<file path="config.mk">
export PLATFORM = sky130hd
export DESIGN_NAME = port_scoreboard
export DESIGN_NICKNAME = d
export VERILOG_FILES = /design/src/rtl/port_scoreboard_pkg.sv /design/src/rtl/port_scoreboard_entry.sv /design/src/rtl/port_scoreboard.sv
export SDC_FILE = /design/constraint.sdc
export NUM_CORES = 1
export LEC_CHECK = 0
export CORE_MARGIN = 2
export CORE_UTILIZATION = 50
export DETAILED_ROUTE_END_ITERATION = 8
export PLACE_DENSITY_LB_ADDON = 0.2
export SLEW_MARGIN = 5
export SYNTH_ARGS = -nofsm -noshare
export SYNTH_HDL_FRONTEND = slang
export SYNTH_SLANG_ARGS = --single-unit
</file>
<file path="constraint.sdc">
create_clock -name clk -period 5.6 [get_ports clk]
set_input_delay 1.12 -clock clk [delete_from_list [all_inputs] [get_ports clk]]
set_output_delay 1.12 -clock clk [all_outputs]
set_load 0.03 [all_outputs]
</file>
<file path="src/rtl/port_scoreboard_pkg.sv">
// Shared types and the golden calculator model used by the port scoreboard.
// calc_expect() turns one captured command into the response the DUV must return.
package port_scoreboard_pkg;

   typedef enum logic [3:0] {
      CmdNop = 4'd0,
      CmdAdd = 4'd1,
      CmdSub = 4'd2,
      CmdShl = 4'd5,
      CmdShr = 4'd6
   } cmd_e;

   typedef enum logic [1:0] {
      RespNone = 2'd0,
      RespOk   = 2'd1,
      RespErr  = 2'd2
   } resp_e;

   typedef struct packed {
      logic [1:0]  tag;
      logic [3:0]  cmd;
      logic [31:0] data1;
      logic [31:0] data2;
   } packet_t;

   typedef struct packed {
      logic [1:0]  resp;
      logic [31:0] data;
   } expect_t;

   localparam int unsigned NumTags = 4;

   function automatic expect_t calc_expect(input logic [3:0]  cmd,
                                           input logic [31:0] d1,
                                           input logic [31:0] d2);
      logic [32:0] wide;
      expect_t     e;
      wide   = '0;
      e.resp = RespErr;
      e.data = '0;
      case (cmd)
         CmdAdd: begin
            wide = {1'b0, d1} + {1'b0, d2};
            if (!wide[32]) begin
               e.resp = RespOk;
               e.data = wide[31:0];
            end
         end
         CmdSub: begin
            // Borrow out of the 33-bit difference means d2 > d1.
            wide = {1'b0, d1} - {1'b0, d2};
            if (!wide[32]) begin
               e.resp = RespOk;
               e.data = wide[31:0];
            end
         end
         CmdShl: begin
            e.resp = RespOk;
            e.data = d1 << d2[4:0];
         end
         CmdShr: begin
            e.resp = RespOk;
            e.data = d1 >> d2[4:0];
         end
         default: ;
      endcase
      return e;
   endfunction

endpackage

</file>
<file path="src/rtl/port_scoreboard_entry.sv">
// One tag slot of the scoreboard: parked expected response plus an age counter.
// load wins over retire/expire so a same-cycle reuse keeps the new entry.
module port_scoreboard_entry
   import port_scoreboard_pkg::*;
#(
   parameter int unsigned TIMEOUT = 64
) (
   input  logic    clk,
   input  logic    reset,
   input  logic    load,
   input  expect_t load_exp,
   input  logic    retire,
   output logic    valid,
   output expect_t exp_val,
   output logic    expire
);

   localparam int unsigned AgeW = (TIMEOUT > 2) ? $clog2(TIMEOUT) : 1;

   logic            valid_q, valid_d;
   logic [AgeW-1:0] age_q, age_d;
   expect_t         exp_q, exp_d;

   always_comb begin
      expire  = valid_q && (age_q == AgeW'(TIMEOUT - 1));
      valid_d = valid_q;
      age_d   = age_q;
      exp_d   = exp_q;
      if (load) begin
         valid_d = 1'b1;
         age_d   = '0;
         exp_d   = load_exp;
      end else if (retire || expire) begin
         valid_d = 1'b0;
         age_d   = '0;
      end else if (valid_q) begin
         age_d = age_q + 1'b1;
      end
   end

   always_ff @(posedge clk) begin
      if (reset) begin
         valid_q <= 1'b0;
         age_q   <= '0;
         exp_q   <= '0;
      end else begin
         valid_q <= valid_d;
         age_q   <= age_d;
         exp_q   <= exp_d;
      end
   end

   assign valid   = valid_q;
   assign exp_val = exp_q;

endmodule

</file>
<file path="src/rtl/port_scoreboard.sv">
// Per-port response checker: parks golden-model expectations by tag and scores DUV responses.
// Keeps saturating pass/fail/timeout/error counters and a registered mismatch pulse.
module port_scoreboard
   import port_scoreboard_pkg::*;
#(
   parameter int unsigned PORT_ID = 1,
   parameter int unsigned TIMEOUT = 64,
   parameter int unsigned CNT_W   = 16
) (
   input  logic             clk,
   input  logic             reset,
   input  logic [69:0]      packet_in,
   input  logic [1:0]       out_resp_in,
   input  logic [31:0]      out_data_in,
   input  logic [1:0]       out_tag_in,
   output logic [3:0]       outstanding,
   output logic             mismatch,
   output logic [1:0]       mismatch_tag,
   output logic [CNT_W-1:0] pass_count,
   output logic [CNT_W-1:0] fail_count,
   output logic [CNT_W-1:0] timeout_count,
   output logic [CNT_W-1:0] err_count,
   output logic             idle
);

   if (TIMEOUT < 2 || CNT_W < 2) begin : g_bad_params
      $error("port_scoreboard %0d: TIMEOUT and CNT_W must be at least 2", PORT_ID);
   end

   packet_t              pkt;
   expect_t              cap_exp;
   expect_t              exp_val [NumTags];
   logic [NumTags-1:0]   load, retire, valid, expire, timed_out;
   logic                 capture, resp_seen, hit, match, dup;
   logic [2:0]           err_inc, tmo_inc;
   logic [CNT_W-1:0]     pass_q, fail_q, tmo_q, err_q;
   logic                 mismatch_q;
   logic [1:0]           mismatch_tag_q;

   assign pkt = packet_in;

   for (genvar t = 0; t < NumTags; t++) begin : g_tag
      port_scoreboard_entry #(
         .TIMEOUT (TIMEOUT)
      ) u_entry (
         .clk      (clk),
         .reset    (reset),
         .load     (load[t]),
         .load_exp (cap_exp),
         .retire   (retire[t]),
         .valid    (valid[t]),
         .exp_val  (exp_val[t]),
         .expire   (expire[t])
      );
   end

   function automatic logic [CNT_W-1:0] sat_add(input logic [CNT_W-1:0] cnt,
                                                input logic [2:0]       inc);
      logic [CNT_W:0] sum;
      sum = {1'b0, cnt} + (CNT_W + 1)'(inc);
      return sum[CNT_W] ? '1 : sum[CNT_W-1:0];
   endfunction

   always_comb begin
      capture   = pkt.cmd != CmdNop;
      cap_exp   = calc_expect(pkt.cmd, pkt.data1, pkt.data2);
      resp_seen = out_resp_in != RespNone;
      hit       = resp_seen && valid[out_tag_in];
      // Data only matters when the expected response carries a result.
      match     = (out_resp_in == exp_val[out_tag_in].resp) &&
                  ((exp_val[out_tag_in].resp != RespOk) ||
                   (out_data_in == exp_val[out_tag_in].data));
      load      = '0;
      retire    = '0;
      tmo_inc   = '0;
      for (int t = 0; t < NumTags; t++) begin
         load[t]   = capture && (pkt.tag == 2'(t));
         retire[t] = hit && (out_tag_in == 2'(t));
      end
      // A response in the expiry cycle retires the entry instead of timing it out.
      timed_out = expire & ~retire;
      for (int t = 0; t < NumTags; t++) begin
         tmo_inc = tmo_inc + 3'(timed_out[t]);
      end
      dup     = capture && valid[pkt.tag] && !retire[pkt.tag] && !expire[pkt.tag];
      err_inc = 3'(resp_seen && !hit) + 3'(dup);
   end

   always_ff @(posedge clk) begin
      if (reset) begin
         pass_q         <= '0;
         fail_q         <= '0;
         tmo_q          <= '0;
         err_q          <= '0;
         mismatch_q     <= 1'b0;
         mismatch_tag_q <= '0;
      end else begin
         pass_q     <= sat_add(pass_q, 3'(hit && match));
         fail_q     <= sat_add(fail_q, 3'(hit && !match));
         tmo_q      <= sat_add(tmo_q, tmo_inc);
         err_q      <= sat_add(err_q, err_inc);
         mismatch_q <= hit && !match;
         if (hit && !match) begin
            mismatch_tag_q <= out_tag_in;
         end
      end
   end

   assign outstanding   = valid;
   assign idle          = ~|valid;
   assign mismatch      = mismatch_q;
   assign mismatch_tag  = mismatch_tag_q;
   assign pass_count    = pass_q;
   assign fail_count    = fail_q;
   assign timeout_count = tmo_q;
   assign err_count     = err_q;

endmodule

</file>
==> report_table.html, run 1 <==
<h2>Synthesis and place &amp; route</h2>
<table>
<tr><th>Metric</th><th>Value</th></tr>
<tr><th colspan="2">Run</th></tr>
<tr><td>Reported max-cap violation count</td><td>0</td></tr>
<tr><td>Tally of OpenROAD warnings</td><td>61</td></tr>
<tr><th colspan="2">CTS</th></tr>
<tr><td>Clock latency reported for the late side of the worst-skew pair</td><td>0.53 ns</td></tr>
<tr><td>TritonCTS clock tree</td><td>done</td></tr>
<tr><td>Cell resize tally after clock tree synthesis</td><td>0</td></tr>
<tr><td>Clock tree root driver cell</td><td>clkbuf_16</td></tr>
<tr><td>Number of hold buffers added after cts</td><td>0</td></tr>
<tr><td>Max H-tree Level</td><td>1</td></tr>
<tr><td>Post-CTS clock slew at the launch and capture registers of the worst setup and hold paths</td><td>~0.06 ns</td></tr>
<tr><td>Maximum count of clock buffers along a single path</td><td>3</td></tr>
<tr><td>CTS sink count</td><td>~230</td></tr>
<tr><th colspan="2">Logic synthesis</th></tr>
<tr><td>Total cells reported by yosys after synthesis</td><td>2058</td></tr>
<tr><td>Instance count of the mapped netlist</td><td>approximately 2100</td></tr>
<tr><td>Yosys synthesis chip area</td><td>17400 µm²</td></tr>
<tr><td>Number of nets in the synthesized netlist</td><td>2247</td></tr>
<tr><td>Part of the Yosys area used for sequential elements</td><td>0.266</td></tr>
<tr><td>Synthesis Warnings</td><td>0</td></tr>
<tr><td>EDFF count, synth</td><td>0</td></tr>
<tr><td>Number of storage elements in the synthesis netlist</td><td>231</td></tr>
<tr><td>Predominant post-synthesis flop cell</td><td>dfxtp_1</td></tr>
<tr><td>Mean area per synthesized cell</td><td>around 8.4 µm²</td></tr>
<tr><td>Share of flip-flops with an asynchronous set or reset</td><td>0</td></tr>
<tr><th colspan="2">Timing</th></tr>
<tr><td>Max Transition Viols Final</td><td>0</td></tr>
<tr><td>Max-slew headroom at the worst pin</td><td>0.293</td></tr>
<tr><td>Cycle use final</td><td>0.884</td></tr>
<tr><td>Setup repair after global routing missed its margin</td><td>false</td></tr>
<tr><td>Shortest clock period the worst path allows after layout</td><td>slightly below 5 ns</td></tr>
<tr><td>Count of endpoints failing setup in the final report</td><td>0</td></tr>
<tr><td>Skew final</td><td>0.0203 ns</td></tr>
<tr><th colspan="2">Global routing</th></tr>
<tr><td>Total grt overflow</td><td>0</td></tr>
<tr><td>First-pass GRT wire length</td><td>between 90000 and 100000 µm</td></tr>
<tr><td>Via count of the first global-routing pass</td><td>16300</td></tr>
<tr><td>Antenna violations before repair</td><td>0</td></tr>
<tr><th colspan="2">Layout</th></tr>
<tr><td>Antenna cells</td><td>0</td></tr>
<tr><td>Sequential cell area</td><td>between 4000 and 5000 µm²</td></tr>
<tr><td>Dominant logic cell types in the final layout</td><td>231 x dfxtp_1, 207 x nand2_1, 204 x nor2_1</td></tr>
<tr><td>Multi-input gate area in the final layout</td><td>around 12000 µm²</td></tr>
<tr><td>Fill cell count</td><td>3112</td></tr>
<tr><th colspan="2">Setup path</th></tr>
<tr><td>Capturing element type of the critical path</td><td>register</td></tr>
<tr><td>Critical path peak fanout</td><td>13</td></tr>
<tr><td>Series of cell instances along the critical path</td><td>clkdlybuf4s50_1, o21ai_0, nor2_1, a21oi_1, nand2_1, mux4_2, inv_1, nand2_1, fa_1, inv_1, ha_1, nand3_1, nor2_1, and3_1, nand4_1, a21oi_1</td></tr>
<tr><td>Required time at the endpoint of the critical path</td><td>between 6 and 7 ns</td></tr>
<tr><td>Launching element type of the critical path</td><td>input pin</td></tr>
<tr><td>Critical path data arrival time</td><td>around 5.4 ns</td></tr>
<tr><td>Crit path max-delay family</td><td>simple AND/OR/NAND/NOR gates</td></tr>
<tr><td>Category of the most critical setup path</td><td>in -&gt; reg</td></tr>
<tr><th colspan="2">Route</th></tr>
<tr><td>Wire length reported by the detailed router</td><td>63100 µm</td></tr>
<tr><td>Remaining DRCs</td><td>0</td></tr>
<tr><td>Vias post-DR</td><td>17100</td></tr>
<tr><td>Iteration tally of the first detailed-router pass</td><td>6</td></tr>
<tr><td>Detail-routed via count per cell</td><td>6.44</td></tr>
<tr><th colspan="2">Floorplanning</th></tr>
<tr><td>Pre-placement core utilization</td><td>0.505</td></tr>
<tr><td>Boundary pin count</td><td>180</td></tr>
<tr><td>Cell Rows</td><td>68</td></tr>
<tr><td>Die Span X</td><td>~190 µm</td></tr>
<tr><td>Total die size</td><td>36200 µm²</td></tr>
<tr><th colspan="2">Pwr</th></tr>
<tr><td>Leakage</td><td>0.00766 µW</td></tr>
<tr><td>Worst vdd rail ir drop</td><td>227 µV</td></tr>
<tr><td>Power consumption</td><td>4570 µW</td></tr>
<tr><td>PwrDens</td><td>226 nW/µm²</td></tr>
<tr><th colspan="2">Outcome</th></tr>
<tr><td>Result of the run</td><td>finished, final reports clean</td></tr>
<tr><th colspan="2">Placed design</th></tr>
<tr><td>Number of port buffers</td><td>179</td></tr>
<tr><td>Placer Congestion</td><td>about 1</td></tr>
<tr><td>Half-perimeter wire length after placement</td><td>approximately 48000 µm</td></tr>
<tr><th colspan="2">Min path</th></tr>
<tr><td>Type of the most critical hold path</td><td>reg -&gt; reg</td></tr>
</table>
==> run 1: cell usage after synthesis, types with 26 or more instances <==
cell type  instances  share of area
clkbuf_1          66          0.014
mux4_2            70          0.091
o21ai_0          107          0.031
ha_1              75          0.054
inv_1             86          0.019
o21ai_1           26         0.0075
nand2_1          207          0.045
nor2_1           204          0.044
xor2_1            32          0.016
mux2i_1           51          0.029
nand4_1           29          0.010
buf_2             44          0.013
nor3_1            41          0.012
a22o_1            81          0.041
xnor2_1           57          0.029
a21oi_1          183          0.053
nand3_1           37          0.011
dfxtp_1          231           0.27
==> run 1: worst paths after layout <==
kind                                   to  slack [ns]                    startpoint  cells past startpoint
max                          err_count[8]        0.65                out_resp_in[1]                     16
min          g_tag[0].u_entry.exp_val[31]        0.45  g_tag[0].u_entry.exp_val[31]                      2
max reg2reg                  err_count[8]        1.06        g_tag[2].u_entry.valid                     16
min reg2reg  g_tag[0].u_entry.exp_val[31]        0.45  g_tag[0].u_entry.exp_val[31]                      2
==> run 1: routing by layer <==
metal / vias to the layer above / part of all wire / global-route usage / wire length (µm)
li1: 7878 / - / - / -
met1: 8291 / 0.42 / 0.453 / 26300
met2: 771 / 0.45 / 0.545 / 28400
met3: 153 / 0.068 / 0.0374 / 4270
met4: 0 / 0.065 / 0.193 / 4090
met5: - / 0 / 0 / 0
==> run 1: cells by family after synthesis <==
group | count (synthesis) | synth area share
compound gates | 658 | 0.264
xor+xnor | 89 | 0.0449
mux | 146 | 0.139
simple gates | 623 | 0.164
buf+inv | 230 | 0.0613
fa+ha+maj | 81 | 0.0609
flops | 231 | 0.266
==> run 1: state kept, by name, summed over array words and instances, names as in the netlist <==
name	cells
pass_count	16
err_count	16
mismatch	1
fail_count	16
g_tag.u_entry.age_q	24
g_tag.u_entry.exp_val	136
timeout_count	16
g_tag.u_entry.valid	4
mismatch_tag	2
==> run 1: report_power, final <==
group	internal [µW]	switching [µW]
clock network	894	683
logic	477	775
registers	1700	38.9
==> run 1: layout make-up <==
cell class,instances,share of cell area
inverters,88,0.0163
well taps,455,0.0281
repair buffers,237,0.110
clock inverters,12,0.00408
clock buffers,33,0.0348
flip-flops and latches,231,0.228
multi-input cells,1597,0.578
==> run 1: worst reg2reg max path: cells and delay by family, from the launching register on <==
family	cells	cell delay [ns]
adders and majority gates	2	0.64
buffers and inverters	2	0.14
muxes	2	1.00
DFF	1	0.43
AOI/OAI and AO/OA	3	0.84
and+or+nand+nor	7	1.42
==> run 1: stage by stage <==
stage          hold WS, ns   util  worst slack [ns]  std cells  instance area, µm²
6_report             0.450  0.589             0.652       2653               20300
5_1_grt              0.469  0.589             0.356       2653               20300
4_1_cts              0.451  0.589             0.749       2653               20300
3_5_place_dp         0.440  0.566             0.290       2608               19500
3_3_place_gp         0.429  0.566             0.392       2608               19500
2_1_floorplan        0.420      -             0.882       2058               17400
**Run 1: close-up of the layout**

Window x 128 to 158, y 33 to 63 µm. Cells in grey, sequential cells in the stronger grey; small squares are vias.
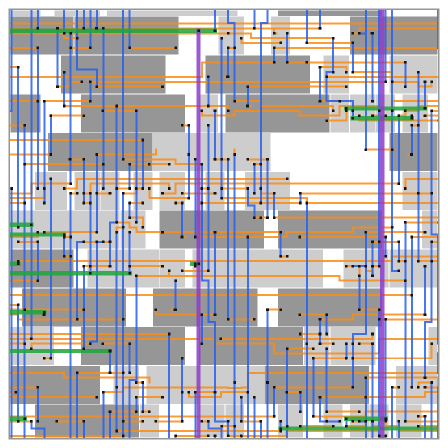
M2: marked blue. M1: marked orange. M3: marked green. M4: marked purple.
56 logic cells have their middle in the window. Sequential cells in the window: 19. Netlist names of flops here include g_tag.u_entry.exp_val (19). Most frequent: dfxtp_1 (19), nand2_1 (12), o21ai_0 (8).

**Run 1: sizing map**

Scale bar: 50 µm.
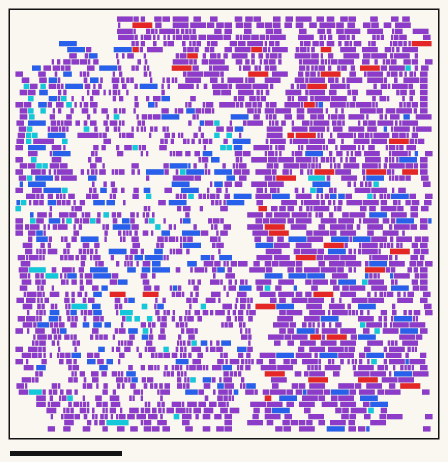
x6 and larger: marked red, cells 37, share 1.7%. x2: marked blue, cells 165, share 7.5%. x3 and x4: marked cyan, cells 65, share 3.0%. x1 and smaller: marked purple, cells 1931, share 88%.
number of non-clock buffers: 237
area of all placed cells without fillers: 20300 µm²
worst setup slack after layout: 0.652 ns
layout overhead on the synthesized area: 16.6%

**Run 1: sequential cells coloured by netlist name**

Scale bar: 50 µm. Other sequential cells in the stronger grey, the rest of the logic in the fainter grey.
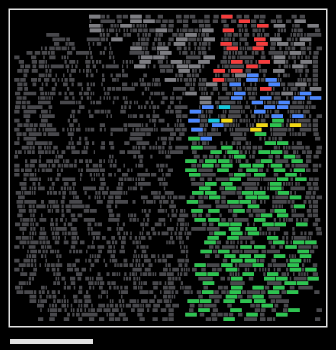
mismatch_tag: marked cyan, sequential cells 2. g_tag.u_entry.age_q: marked blue, sequential cells 24. fail_count: marked red, sequential cells 16, where north-east. g_tag.u_entry.exp_val: marked green, sequential cells 136. g_tag.u_entry.valid: marked yellow, sequential cells 4.

**Run 1: routed clock nets over the placement**

Scale bar: 50 µm.
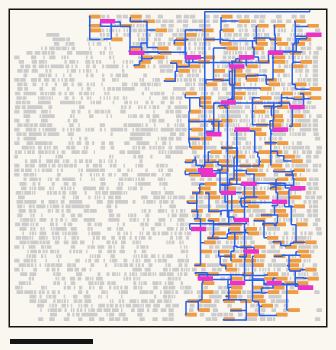

--- run 2 (diff from run 1) ---
CORE_ASPECT_RATIO = 0.8   (was unset)
CORE_MARGIN = unset   (was 2)
**Run 2: routed clock nets over the placement**

Scale bar: 50 µm.
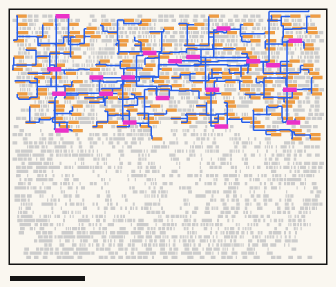
clock-net drivers: marked magenta, count 20. flip-flops: marked orange, count 231. clock wires: marked blue, length 2580 µm.
There are 21 routed clock nets.

**Run 2: close-up of the layout**

Window x 143 to 173, y 27 to 57 µm. Cells in grey, sequential cells in the stronger grey; small squares are vias.
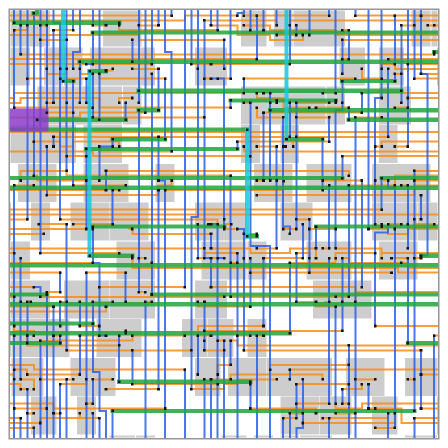
M4: marked cyan. M1: marked orange. M2: marked blue. M3: marked green. M5: marked purple.
63 logic cells have their middle in the window. Sequential cells in the window: 0. Most frequent: nand2_1 (6), nor2_1 (6), buf_4 (5).

**Run 2: sequential cells coloured by netlist name**

Scale bar: 50 µm. Other sequential cells in the stronger grey, the rest of the logic in the fainter grey.
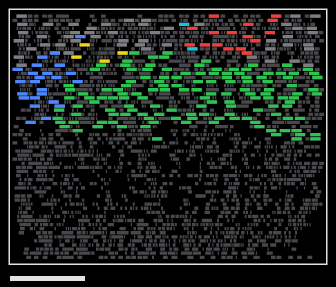
mismatch_tag: marked cyan, sequential cells 2. g_tag.u_entry.valid: marked yellow, sequential cells 4, where north-west. g_tag.u_entry.age_q: marked blue, sequential cells 24, where north-west. fail_count: marked red, sequential cells 16. g_tag.u_entry.exp_val: marked green, sequential cells 136.
Power Sequential: 1740 µW
sequential fraction of total cell area: 0.228

==> report_table.html, run 2 <==
<h2>Synthesis and place &amp; route</h2>
<table>
<tr><th>Metric</th><th>Value</th></tr>
<tr><th colspan="2">Setup path</th></tr>
<tr><td>Required time at the endpoint of the critical path</td><td>6.03 ns (about the same)</td></tr>
<tr><td>Capturing element type of the critical path</td><td>register</td></tr>
<tr><td>Critical path peak fanout</td><td>13 (unchanged)</td></tr>
<tr><td>Launching element type of the critical path</td><td>input pin</td></tr>
<tr><td>Category of the most critical setup path</td><td>in -&gt; reg</td></tr>
<tr><td>Critical path data arrival time</td><td>5.49 ns (+0.11 ns)</td></tr>
<tr><th colspan="2">Timing</th></tr>
<tr><td>Max Transition Viols Final</td><td>0 (unchanged)</td></tr>
<tr><td>Max-slew headroom at the worst pin</td><td>0.0562 (-0.237)</td></tr>
<tr><td>Sum Neg Setup Slack</td><td>0 ns</td></tr>
<tr><td>Shortest clock period the worst path allows after layout</td><td>5.06 ns (+0.108 ns)</td></tr>
<tr><td>Setup repair after global routing missed its margin</td><td>false</td></tr>
<tr><td>Count of endpoints failing setup in the final report</td><td>0 (unchanged)</td></tr>
<tr><td>Skew final</td><td>0.0118 ns (-0.00848 ns)</td></tr>
<tr><td>Cycle use final</td><td>0.903 (+0.0193)</td></tr>
<tr><td>Endpoints failing hold</td><td>0</td></tr>
<tr><th colspan="2">CTS</th></tr>
<tr><td>Cell resize tally after clock tree synthesis</td><td>0 (unchanged)</td></tr>
<tr><td>Post-CTS clock slew at the launch and capture registers of the worst setup and hold paths</td><td>0.07 ns (about the same)</td></tr>
<tr><td>TritonCTS clock tree</td><td>done</td></tr>
<tr><td>CTS sink count</td><td>231 (unchanged)</td></tr>
<tr><td>Number of hold buffers added after cts</td><td>0 (unchanged)</td></tr>
<tr><td>Number of buffers inserted by post-CTS setup repair</td><td>0</td></tr>
<tr><td>Clock latency reported for the late side of the worst-skew pair</td><td>0.51 ns (-0.02 ns)</td></tr>
<tr><td>Clock tree root driver cell</td><td>clkbuf_16</td></tr>
<tr><td>Max H-tree Level</td><td>1 (unchanged)</td></tr>
<tr><td>Maximum count of clock buffers along a single path</td><td>3 (unchanged)</td></tr>
<tr><th colspan="2">Floorplanning</th></tr>
<tr><td>Total die size</td><td>35500 µm² (-2.1%)</td></tr>
<tr><td>Die Span X</td><td>210 µm (+11%)</td></tr>
<tr><td>Cell Rows</td><td>60 (-12%)</td></tr>
<tr><td>Pre-placement core utilization</td><td>0.512 (+0.00656)</td></tr>
<tr><td>Die Ht</td><td>around 170 µm</td></tr>
<tr><td>Boundary pin count</td><td>180 (unchanged)</td></tr>
<tr><th colspan="2">Global routing</th></tr>
<tr><td>Via count of the first global-routing pass</td><td>15800 (-3.4%)</td></tr>
<tr><td>Maximum number of pins on one net before global-route repair</td><td>around 79</td></tr>
<tr><td>Total grt overflow</td><td>0 (unchanged)</td></tr>
<tr><td>Antenna violations before repair</td><td>1 (+1)</td></tr>
<tr><td>Total global-route track usage</td><td>0.358</td></tr>
<tr><td>First-pass GRT wire length</td><td>97400 µm (+0.79%)</td></tr>
<tr><th colspan="2">Logic synthesis</th></tr>
<tr><td>Synthesis Warnings</td><td>0 (unchanged)</td></tr>
<tr><td>Mean area per synthesized cell</td><td>8.44 µm² (unchanged)</td></tr>
<tr><td>Yosys synthesis chip area</td><td>17400 µm² (unchanged)</td></tr>
<tr><td>Leading post-synthesis cells by instance count</td><td>231 x dfxtp_1, 207 x nand2_1, 204 x nor2_1</td></tr>
<tr><td>Number of nets in the synthesized netlist</td><td>2247 (unchanged)</td></tr>
<tr><td>Predominant post-synthesis flop cell</td><td>dfxtp_1</td></tr>
<tr><td>Share of flip-flops with an asynchronous set or reset</td><td>0 (unchanged)</td></tr>
<tr><td>EDFF count, synth</td><td>0 (unchanged)</td></tr>
<tr><td>Number of storage elements in the synthesis netlist</td><td>231 (unchanged)</td></tr>
<tr><td>Instance count of the mapped netlist</td><td>2058 (unchanged)</td></tr>
<tr><td>Largest cells by area after synthesis</td><td>dfxtp_1 27%, mux4_2 9.1%, ha_1 5.4%</td></tr>
<tr><td>Area share of the leading cell type in the synthesized netlist</td><td>0.266 (unchanged)</td></tr>
<tr><td>Cell type contributing the most total cell area after synthesis</td><td>dfxtp_1</td></tr>
<tr><td>Total cells reported by yosys after synthesis</td><td>2058 (unchanged)</td></tr>
<tr><td>Leading cell type by number of instances after synthesis</td><td>dfxtp_1</td></tr>
<tr><td>Part of the Yosys area used for sequential elements</td><td>0.266 (unchanged)</td></tr>
<tr><th colspan="2">Run</th></tr>
<tr><td>Reported max-cap violation count</td><td>0 (unchanged)</td></tr>
<tr><td>Tally of OpenROAD warnings</td><td>61 (unchanged)</td></tr>
<tr><th colspan="2">Pwr</th></tr>
<tr><td>Fraction of power consumed by combinational cells</td><td>0.290 (+0.016)</td></tr>
<tr><td>Leakage</td><td>0.00766 µW (about the same)</td></tr>
<tr><td>Reg power frac</td><td>0.390 (+0.009)</td></tr>
<tr><td>Switch share</td><td>0.328 (+0.000826)</td></tr>
<tr><td>Cell Int Power</td><td>2990 µW (-2.8%)</td></tr>
<tr><td>PwrDens</td><td>220 nW/µm² (-2.6%)</td></tr>
<tr><td>Power dissipated by switching net loads</td><td>1460 µW (-2.4%)</td></tr>
<tr><td>Worst vdd rail ir drop</td><td>149 µV (-34%)</td></tr>
<tr><td>Part of the power in the clock network</td><td>0.320 (-0.025)</td></tr>
<tr><th colspan="2">Layout</th></tr>
<tr><td>Area of all placed cells without fillers</td><td>20200 µm² (about the same)</td></tr>
<tr><td>Antenna cells</td><td>0 (unchanged)</td></tr>
<tr><td>Largest register FFs</td><td>136 (unchanged)</td></tr>
<tr><td>Dominant logic cell type in the layout</td><td>dfxtp_1</td></tr>
<tr><td>Layout overhead on the synthesized area</td><td>16.6% (about the same)</td></tr>
<tr><td>Dominant logic cell types in the final layout</td><td>231 x dfxtp_1, 207 x nand2_1, 204 x nor2_1</td></tr>
<tr><th colspan="2">Route</th></tr>
<tr><td>Detail-routed via count per cell</td><td>6.46 (+0.30%)</td></tr>
<tr><td>Iteration tally of the first detailed-router pass</td><td>5 (-1)</td></tr>
<tr><td>Remaining DRCs</td><td>0 (unchanged)</td></tr>
<tr><td>Wire length reported by the detailed router</td><td>65000 µm (+3.0%)</td></tr>
<tr><td>Vias post-DR</td><td>17200 (+0.82%)</td></tr>
<tr><th colspan="2">Placed design</th></tr>
<tr><td>Half-perimeter wire length after placement</td><td>50200 µm (+5.0%)</td></tr>
<tr><td>Number of port buffers</td><td>179 (unchanged)</td></tr>
<tr><td>Area of placed instances</td><td>19600 µm² (+0.54%)</td></tr>
<tr><td>Placer Congestion</td><td>1.05 (+3.7%)</td></tr>
<tr><th colspan="2">Outcome</th></tr>
<tr><td>Result of the run</td><td>finished, final reports clean</td></tr>
<tr><th colspan="2">Min path</th></tr>
<tr><td>Type of the most critical hold path</td><td>reg -&gt; reg</td></tr>
</table>
==> run 2: cell counts after synthesis <==
No cell type changed its count.
==> run 2: path summary, 6_finish.rpt <==
check                                                   from                      endpoint  slack, ns  cells past startpoint
worst max-delay path                          out_resp_in[0]                  err_count[3]       0.54                     16
worst min-delay path            g_tag[3].u_entry.exp_val[31]  g_tag[3].u_entry.exp_val[31]       0.45                      2
worst max register to register        g_tag[0].u_entry.valid                  err_count[3]       0.93                     16
worst min register to register  g_tag[3].u_entry.exp_val[31]  g_tag[3].u_entry.exp_val[31]       0.45                      2
==> run 2: area by class of cell <==
cell class / instances / area (µm²)
fillers: 3130 / 13700
multi-input cells: 1597 / 11700
flip-flops and latches: 231 / 4620
repair buffers: 251 / 2320
clock buffers: 30 / 609
well taps: 465 / 582
inverters: 88 / 330
clock inverters: 5 / 63.8
==> run 2: worst max-delay path, cell delays in order <==
cell	delay (ns)
clkdlybuf4s50_1	0.48
o21ai_0	0.64
nor2_1	0.14
a21oi_1	0.25
nand2_1	0.12
mux4_2	0.49
inv_1	0.07
nand2_1	0.06
fa_1	0.40
inv_1	0.07
ha_1	0.24
nand3_1	0.15
nor2_1	0.25
and3_1	0.23
nand4_1	0.47
a21oi_1	0.29
==> run 2: layer usage <==
layer	track usage	wire, µm	vias up
li1	-	-	7871
met1	0.528	29200	8336
met2	0.485	25700	919
met3	0.143	8650	104
met4	0.0599	1220	4
met5	0.0303	162	-
==> run 2: cell families (layout without fill, tap and decap cells) <==
group / after synthesis / after routing / share of synthesized area
mux: 146 / 146 / 0.139
fa+ha+maj: 81 / 81 / 0.0609
simple gates: 623 / 623 / 0.164
buf+inv: 230 / 374 / 0.0613
flops: 231 / 231 / 0.266
xor+xnor: 89 / 89 / 0.0449
compound gates: 658 / 658 / 0.264
==> run 2: metrics by stage <==
stage                     utilization  hold slack, ns  setup WS, ns  total power [µW]  std cells
after global placement          0.577           0.429         0.388              3000       2632
after CTS                       0.597           0.449         0.683              4420       2667
final                           0.597           0.448         0.544              4450       2667
after detailed placement        0.577           0.440         0.162              3010       2632
after global routing            0.597           0.464         0.245              4610       2667
after floorplan                     -           0.420         0.882              2560       2058
==> run 2: power by group through the flow <==
stage | Clock, µW | Sequential, µW | Combinational [µW]
3_3_place_gp | 0 | 1770 | 1240
6_report | 1420 | 1740 | 1290
5_1_grt | 1500 | 1740 | 1370
2_1_floorplan | 0 | 1770 | 788
4_1_cts | 1440 | 1730 | 1250
3_5_place_dp | 0 | 1770 | 1240
Power and IR drop assume default switching activity.
